**config.mk**
```make
export PLATFORM = sky130hd
export DESIGN_NAME = x_host_ctrl
export DESIGN_NICKNAME = d
export VERILOG_FILES = /design/src/rtl/x_host_ctrl.sv
export SDC_FILE = /design/constraint.sdc
export NUM_CORES = 1
export LEC_CHECK = 0
export ABC_AREA = 1
export CORE_MARGIN = 2
export CORE_UTILIZATION = 50
export CTS_BUF_LIST = sky130_fd_sc_hd__clkbuf_16
export DETAILED_ROUTE_END_ITERATION = 16
export PLACE_DENSITY = 0.76
export SYNTH_ARGS = -nofsm -noshare
export SYNTH_HDL_FRONTEND = slang
export SYNTH_SLANG_ARGS = --single-unit
```
**constraint.sdc**
```tcl
create_clock -name i_clk -period 2.03 [get_ports i_clk]
set_input_delay 0.609 -clock i_clk [delete_from_list [all_inputs] [get_ports i_clk]]
set_output_delay 0.609 -clock i_clk [all_outputs]
set_load 0.02 [all_outputs]
```
**src/rtl/x_host_ctrl.sv**
```systemverilog
// Host-side controller for a byte-serial (UART) memory link.
// Each host access becomes up to three command bytes: a low address byte,
// a high address byte, and a write or read byte. The controller caches the
// auto-incremented address so that sequential accesses skip address bytes.
module x_host_ctrl #(
    parameter int p_timeout = 100000
) (
    input  logic        i_clk,
    input  logic        i_nrst,
    input  logic        i_req_valid,
    output logic        o_req_ready,
    input  logic        i_req_we,
    input  logic [10:0] i_req_addr,
    input  logic [5:0]  i_req_wdata,
    output logic        o_rsp_valid,
    output logic [5:0]  o_rsp_rdata,
    output logic        o_rsp_timeout,
    output logic        o_cmd_valid,
    output logic [7:0]  o_cmd,
    input  logic        i_cmd_accept,
    input  logic        i_rsp_valid,
    input  logic [7:0]  i_rsp
);

    localparam int CNT_W = (p_timeout > 1) ? $clog2(p_timeout) : 1;
    localparam logic [CNT_W-1:0] CNT_LAST = CNT_W'(p_timeout - 1);
    localparam logic [CNT_W-1:0] CNT_MAX  = '1;

    typedef enum logic [2:0] {
        IDLE, ADDR_LO, ADDR_HI, OP, WAIT_RSP, DONE
    } state_t;

    state_t           state;
    logic             we_q;
    logic [10:0]      addr_q;
    logic [5:0]       wdata_q;
    logic [10:0]      cache_addr;
    logic             cache_valid;
    logic [CNT_W-1:0] cnt;

    // The response byte only carries six data bits; the top two are don't-care.
    logic unused_rsp_hi;
    assign unused_rsp_hi = ^i_rsp[7:6];

    // Command byte encodings.
    function automatic logic [7:0] cmd_lo(input logic [10:0] a);
        return {2'b00, a[5:0]};
    endfunction

    function automatic logic [7:0] cmd_hi(input logic [10:0] a);
        return {3'b010, a[10:6]};
    endfunction

    function automatic logic [7:0] cmd_op(input logic we, input logic [5:0] d);
        return we ? {2'b10, d} : 8'hC0;
    endfunction

    // An address byte can be skipped when its field already matches the
    // remote side's post-incremented address.
    logic lo_hit_req, hi_hit_req, hi_hit_q;
    assign lo_hit_req = cache_valid && (cache_addr[5:0]  == i_req_addr[5:0]);
    assign hi_hit_req = cache_valid && (cache_addr[10:6] == i_req_addr[10:6]);
    assign hi_hit_q   = cache_valid && (cache_addr[10:6] == addr_q[10:6]);

    assign o_req_ready = (state == IDLE);

    // Main sequencer: byte emission, response wait with timeout, completion.
    always_ff @(posedge i_clk) begin
        // NOTE: reset is sampled on the clock edge, so it lives inside the
        // clocked block and every state bit gets a defined value here.
        if (!i_nrst) begin
            state         <= IDLE;
            we_q          <= 1'b0;
            addr_q        <= '0;
            wdata_q       <= '0;
            cache_addr    <= '0;
            cache_valid   <= 1'b0;
            cnt           <= '0;
            o_cmd_valid   <= 1'b0;
            o_cmd         <= '0;
            o_rsp_valid   <= 1'b0;
            o_rsp_rdata   <= '0;
            o_rsp_timeout <= 1'b0;
        end else begin
            // NOTE: non-blocking assignments only; a default here followed by a
            // later override in the case body is the intended last-wins pulse.
            o_rsp_valid <= 1'b0;
            case (state)
                IDLE: begin
                    if (i_req_valid) begin
                        we_q        <= i_req_we;
                        addr_q      <= i_req_addr;
                        wdata_q     <= i_req_wdata;
                        o_cmd_valid <= 1'b1;
                        if (!lo_hit_req) begin
                            state <= ADDR_LO;
                            o_cmd <= cmd_lo(i_req_addr);
                        end else if (!hi_hit_req) begin
                            state <= ADDR_HI;
                            o_cmd <= cmd_hi(i_req_addr);
                        end else begin
                            state <= OP;
                            o_cmd <= cmd_op(i_req_we, i_req_wdata);
                        end
                    end
                end
                ADDR_LO: begin
                    if (i_cmd_accept) begin
                        if (!hi_hit_q) begin
                            state <= ADDR_HI;
                            o_cmd <= cmd_hi(addr_q);
                        end else begin
                            state <= OP;
                            o_cmd <= cmd_op(we_q, wdata_q);
                        end
                    end
                end
                ADDR_HI: begin
                    if (i_cmd_accept) begin
                        state <= OP;
                        o_cmd <= cmd_op(we_q, wdata_q);
                    end
                end
                OP: begin
                    if (i_cmd_accept) begin
                        o_cmd_valid <= 1'b0;
                        o_cmd       <= '0;
                        if (we_q) begin
                            state         <= DONE;
                            o_rsp_valid   <= 1'b1;
                            o_rsp_rdata   <= '0;
                            o_rsp_timeout <= 1'b0;
                            cache_addr    <= addr_q + 11'd1;
                            cache_valid   <= 1'b1;
                        end else begin
                            state <= WAIT_RSP;
                            cnt   <= '0;
                        end
                    end
                end
                WAIT_RSP: begin
                    // A response arriving on the timeout cycle still counts.
                    if (i_rsp_valid) begin
                        state         <= DONE;
                        o_rsp_valid   <= 1'b1;
                        o_rsp_rdata   <= i_rsp[5:0];
                        o_rsp_timeout <= 1'b0;
                        cache_addr    <= addr_q + 11'd1;
                        cache_valid   <= 1'b1;
                    end else if (cnt == CNT_LAST) begin
                        state         <= DONE;
                        o_rsp_valid   <= 1'b1;
                        o_rsp_rdata   <= '0;
                        o_rsp_timeout <= 1'b1;
                        cache_valid   <= 1'b0;
                    end else if (cnt != CNT_MAX) begin
                        cnt <= cnt + 1'b1;
                    end
                end
                DONE: begin
                    state <= IDLE;
                end
                default: begin
                    state <= IDLE;
                end
            endcase
        end
    end

endmodule

```
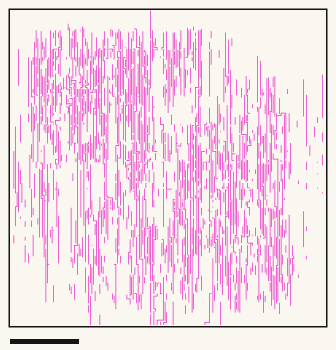
(run_1/met2.png)
Scale bar: 20 um.
wire length on this layer: 5,540 um
share of all routed wire: 47%
nets with wire on the layer: 611
longest straight run: 37.4 um

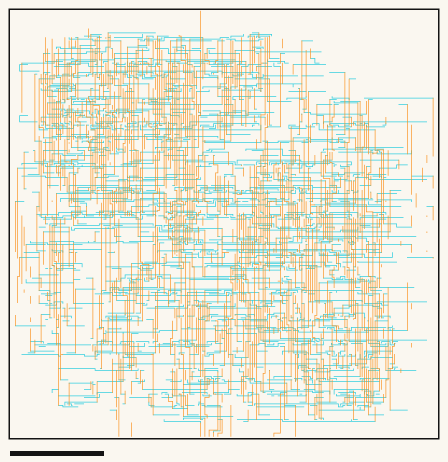
(run_1/metal_stack.png)
Scale bar: 20 um. Two of the layers only.
legend:
  orange:
    layer: met2
    wire_length: 5,540 um
  cyan:
    layer: met1
    wire_length: 4,920 um

==> run_results.csv, run 1 <==
group,metric,value,unit
logic_synthesis,ys_sh_simple,0.3469,
outcome,status,"finished, violations left",
final_layout,design_area,5283,um^2
drt,vias,4422,
sta,worst_pin_slew,0.3856,ns
sta,finalClockPeriodUsage,1.035,
clocking,clock-sinks,67,
clocking,htree_levels,3,
logic_synthesis,logic_family,"simple AND/OR/NAND/NOR gates",
die,die_area,8355,um^2
drt,post_drt_wl_per_cell,14.51,um
sta,fin_skew,0.005146,ns
global_routing,grt_pass1_vias,4020,
logic_synthesis,syn_inst,607,
logic_synthesis,ys_cells,607,
die,die_w,91.41,um
final_layout,ff_latch_area,1344,um^2
critical_path,critical-path-top-delay-family,"simple AND/OR/NAND/NOR gates",
sta,setup_viol,17,
outcome,violations,"setup timing",
logic_synthesis,syn_area_per_cell,6.293,um^2
sta,hold_ws,0.4598,ns
critical_path,cpPeakStageDelay,0.35,ns
final_layout,final_nets,746,
sta,fin_ws,-0.07057,ns
sta,maxSlewHeadroom,0.7426,
logic_synthesis,yosys.cell_types.count,33,
critical_path,crit_end,"cnt[16]",
drt,firstDrtPassIters,5,
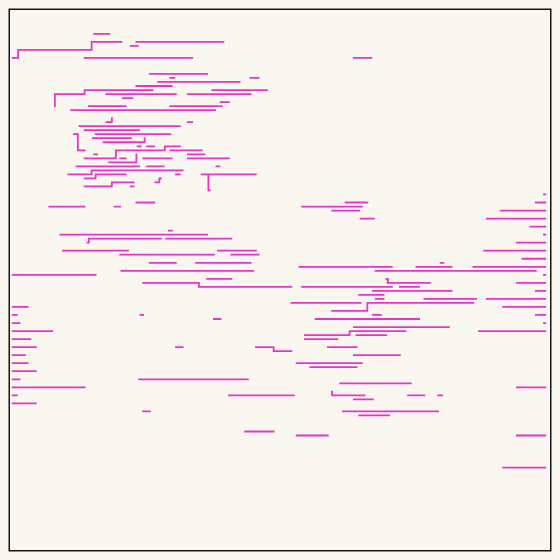
(run_1/met3.png)
main direction: horizontal
share of all routed wire: 8.8%
wire length on this layer: 1,030 um
longest straight run: 27.1 um
nets with wire on the layer: 108

-- run 1: layer usage --
metal  share of wire  global-route usage  vias to the layer above
met4           0.028              0.1086                        0
met2            0.47              0.4449                      227
met5               0                   0                        -
met3           0.087             0.04315                       44
met1            0.42              0.3546                     1981
li1                -                   -                     2170
-- run 1: power breakdown --
part	internal (W)	switching, W	leakage [nW]
Sequential	0.00155	0.000169	0.547
Combinational	0.000800	0.00126	1.61
Clock	0.000796	0.000544	0.129
Total	0.00315	0.00198	2.28
-- run 1: area by class of cell --
cell class / instances / share of cell area
clock buffer: 9 / 0.04263
timing repair buffer: 110 / 0.1911
tap: 99 / 0.02345
inverter: 74 / 0.05258
multi-input combinational: 450 / 0.4311
clock inverter: 6 / 0.004737
sequential: 67 / 0.2544
==> run 1 -> run 2 <==
- CTS_CLUSTER_DIAMETER: not set -> 50
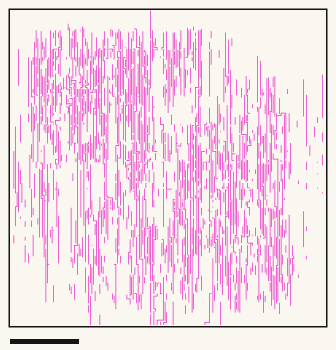
(run_2/met2.png)
Scale bar: 20 um.
share of all routed wire: 47%
nets with wire on the layer: 611
longest straight run: 37.4 um

==> run_results.csv, run 2 <==
group,metric,value,unit
drt,post_drt_wl_per_cell,14.51,um
final_layout,clock_area_frac,0.04737,
power_and_ir_drop,p_seq_frac,0.336,
outcome,status,"finished, violations left",
final_layout,inv_count,74,
final_layout,seqAreaFraction,0.2544,
final_layout,comb_share,0.4311,
final_layout,final_nets,746,
drt,wl_met1,4920,um
outcome,violations,"setup timing",
sta,fin_ws,-0.07057,ns
power_and_ir_drop,p_seq,0.00172,W
logic_synthesis,ys_cells,607,
logic_synthesis,syn_inst,607,
drt,firstDrtPassIters,5,
final_layout,design_area,5283,um^2
power_and_ir_drop,p_clk_frac,0.261,
power_and_ir_drop,p_sw_frac,0.3856,
sta,worst_pin_slew,0.3856,ns
final_layout,clock_buffers,9,
sta,setup_viol,17,
clocking,htree_levels,3,
final_layout,ff_latch_area,1344,um^2
sta,hold_ws,0.4598,ns
sta,finalClockPeriodUsage,1.035,
power_and_ir_drop,intPower,0.003148,W
final_layout,buffers,110,
final_layout,largest_class,"combinational gates",
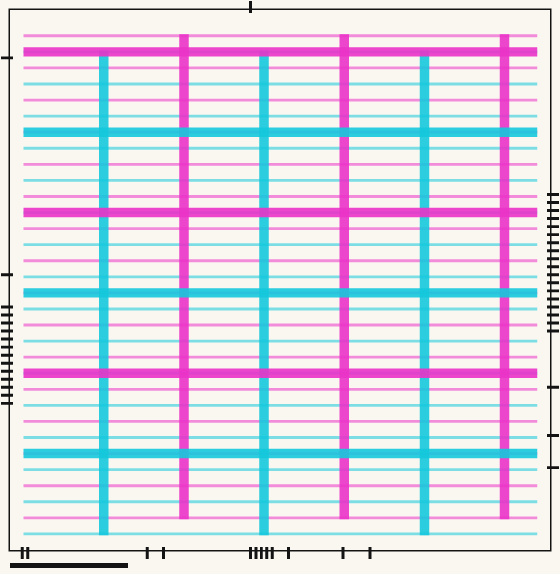
(run_2/pdn.png)
Scale bar: 20 um. Pins as bars on the die edge.
legend:
  magenta:
    net: VDD
  cyan:
    net: VSS
met1 rails: 32
met4 straps: 6

## run 2: logic make-up (layout without fill, tap and decap cells)
kind of cell | count (synthesis) | in the layout | synth area share
flip-flops | 67 | 67 | 0.3511
AND-OR/OR-AND | 112 | 112 | 0.1572
buffers and inverters | 91 | 199 | 0.09597
XOR/XNOR | 17 | 17 | 0.03898
AND/OR/NAND/NOR | 317 | 318 | 0.3469
adder cells (fa/ha/maj) | 3 | 3 | 0.009827
## run 2: what timing repair did
action                     4_1_cts  5_1_grt
cloned                           2        1
setup buffers                    5        6
hold buffers                     0        0
hold endpoints to repair         0        0
setup endpoints to repair       18       27
resized                         13       27
pin swaps                        3       16
==> run_2/metal_stack.png <==
Scale bar: 20 um. Two of the layers only.
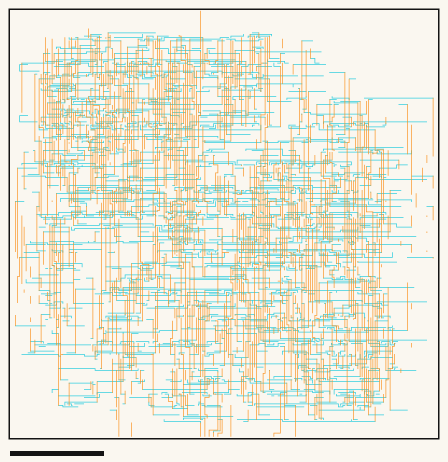

==> run 2 -> run 3 <==
- CORE_UTILIZATION: 50 -> 60
- PLACE_DENSITY: 0.76 -> 0.86
- clock period: 2.03 -> 2.6 ns (I/O delays scaled with it)
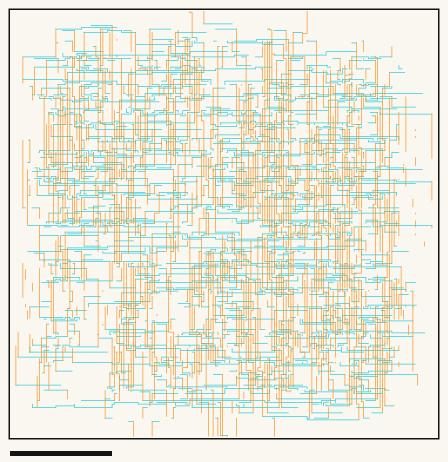
(run_3/metal_stack.png)
Scale bar: 20 um. Two of the layers only.
legend:
  cyan:
    layer: met1
    wire_length: 4,290 um
  orange:
    layer: met2
    wire_length: 4,770 um

==> run_results.csv, run 3 <==
group,metric,value,unit
logic_synthesis,fp_nets,641,
clocking,htree_levels,3,
final_layout,seqAreaFraction,0.2888,
sta,fin_ws,0.2666,ns
clocking,tritoncts,"done",
die,die_w,83.79,um
logic_synthesis,ys_cells,607,
final_layout,fin_cells,741,
clocking,post-cts-setup-buffer-count,0,
drt,firstDrtPassIters,6,
outcome,status,"complete, no violations",
logic_synthesis,syn_inst,607,
sta,finalClockPeriodUsage,0.8975,
final_layout,clock_area_frac,0.05630,
final_layout,final_nets,693,
critical_path,path_max_fanout,4,
critical_path,critical-path-top-delay-family,"buffers and inverters",
final_layout,largest_class,"combinational gates",
final_layout,comb_share,0.4558,
sta,worst_pin_slew,0.4639,ns
final_layout,design_area,4644,um^2
die,taps,77,
sta,hold_ws,0.4540,ns
clocking,root_buffer,"clkbuf_16",
logic_synthesis,topCellsByArea,"dfxtp_1 35%, nand2_1 17%, a21oi_1 8.5%, nand3_1 7.2%, inv_1 6.8%",
sta,setup_viol,0,
final_layout,ff_latch_area,1341,um^2
critical_path,critPathArrivalTime,1.55,ns
power_and_ir_drop,p_per_area,847.6,nW/um^2
die,die_y,83.79,um
critical_path,criticalPathCategory,"reg2out",
final_layout,inv_count,74,
final_layout,post-route-util,0.7442,
logic_synthesis,synth_flop_count,67,
sta,drv_slew,0,
drt,post_drt_wl_per_cell,13.70,um
sta,fmax,428.6,MHz
clocking,post_cts_resized,0,
global_routing,met3_usage,0.06924,
die,io_pins,49,
final_layout,bufAreaShareNonClock,0.1185,
drt,wl_met1,4292,um
critical_path,reg2reg_setup_slack,0.32,ns
clocking,hold_buffers,0,
sta,timing.final.crit_period,2.333,ns
critical_path,worst_path_max_delay_cell,"clkdlybuf4s50_1",
critical_path,reg2regPathDepth,15,
logic_synthesis,syn_area_per_cell,6.293,um^2
die,die_area,7021,um^2
final_layout,buffers,58,
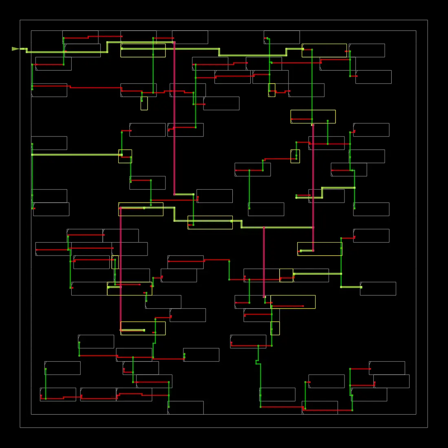
(run_3/final_clocks.png)
number of clock-tree buffers in the layout: 9
# clock sinks: 67
TritonCTS buffer count: 9
flip-flops: 67
clk_lat worst skew: 0.33 ns

run 3: netlist changes by cell type in the layout (fill, tap and decap cells not counted), moves of 3 or more:
cell,previous run,this run
inv_1,67,70
buf_4,59,12
nor2_1,56,60
nand3_1,46,55
nand2_1,175,178
a21oi_1,61,65
nand3_2,7,0
a21oi_2,4,0
inv_2,7,4
nand2_8,3,0
run 3: kinds of logic after synthesis:
logic type	share of synthesized area
and+or+nand+nor	0.3469
buffers and inverters	0.09597
adders and majority gates	0.009827
AOI/OAI and AO/OA	0.1572
DFF	0.3511
xor gates and xnor gates	0.03898
run 3: power breakdown:
group          total, W  switching (W)  internal, W
clock           0.00108       0.000449     0.000630
combinational   0.00152       0.000953     0.000564
sequential      0.00134       0.000131      0.00121
No activity file was given, so power comes from the tool's default toggle rates.
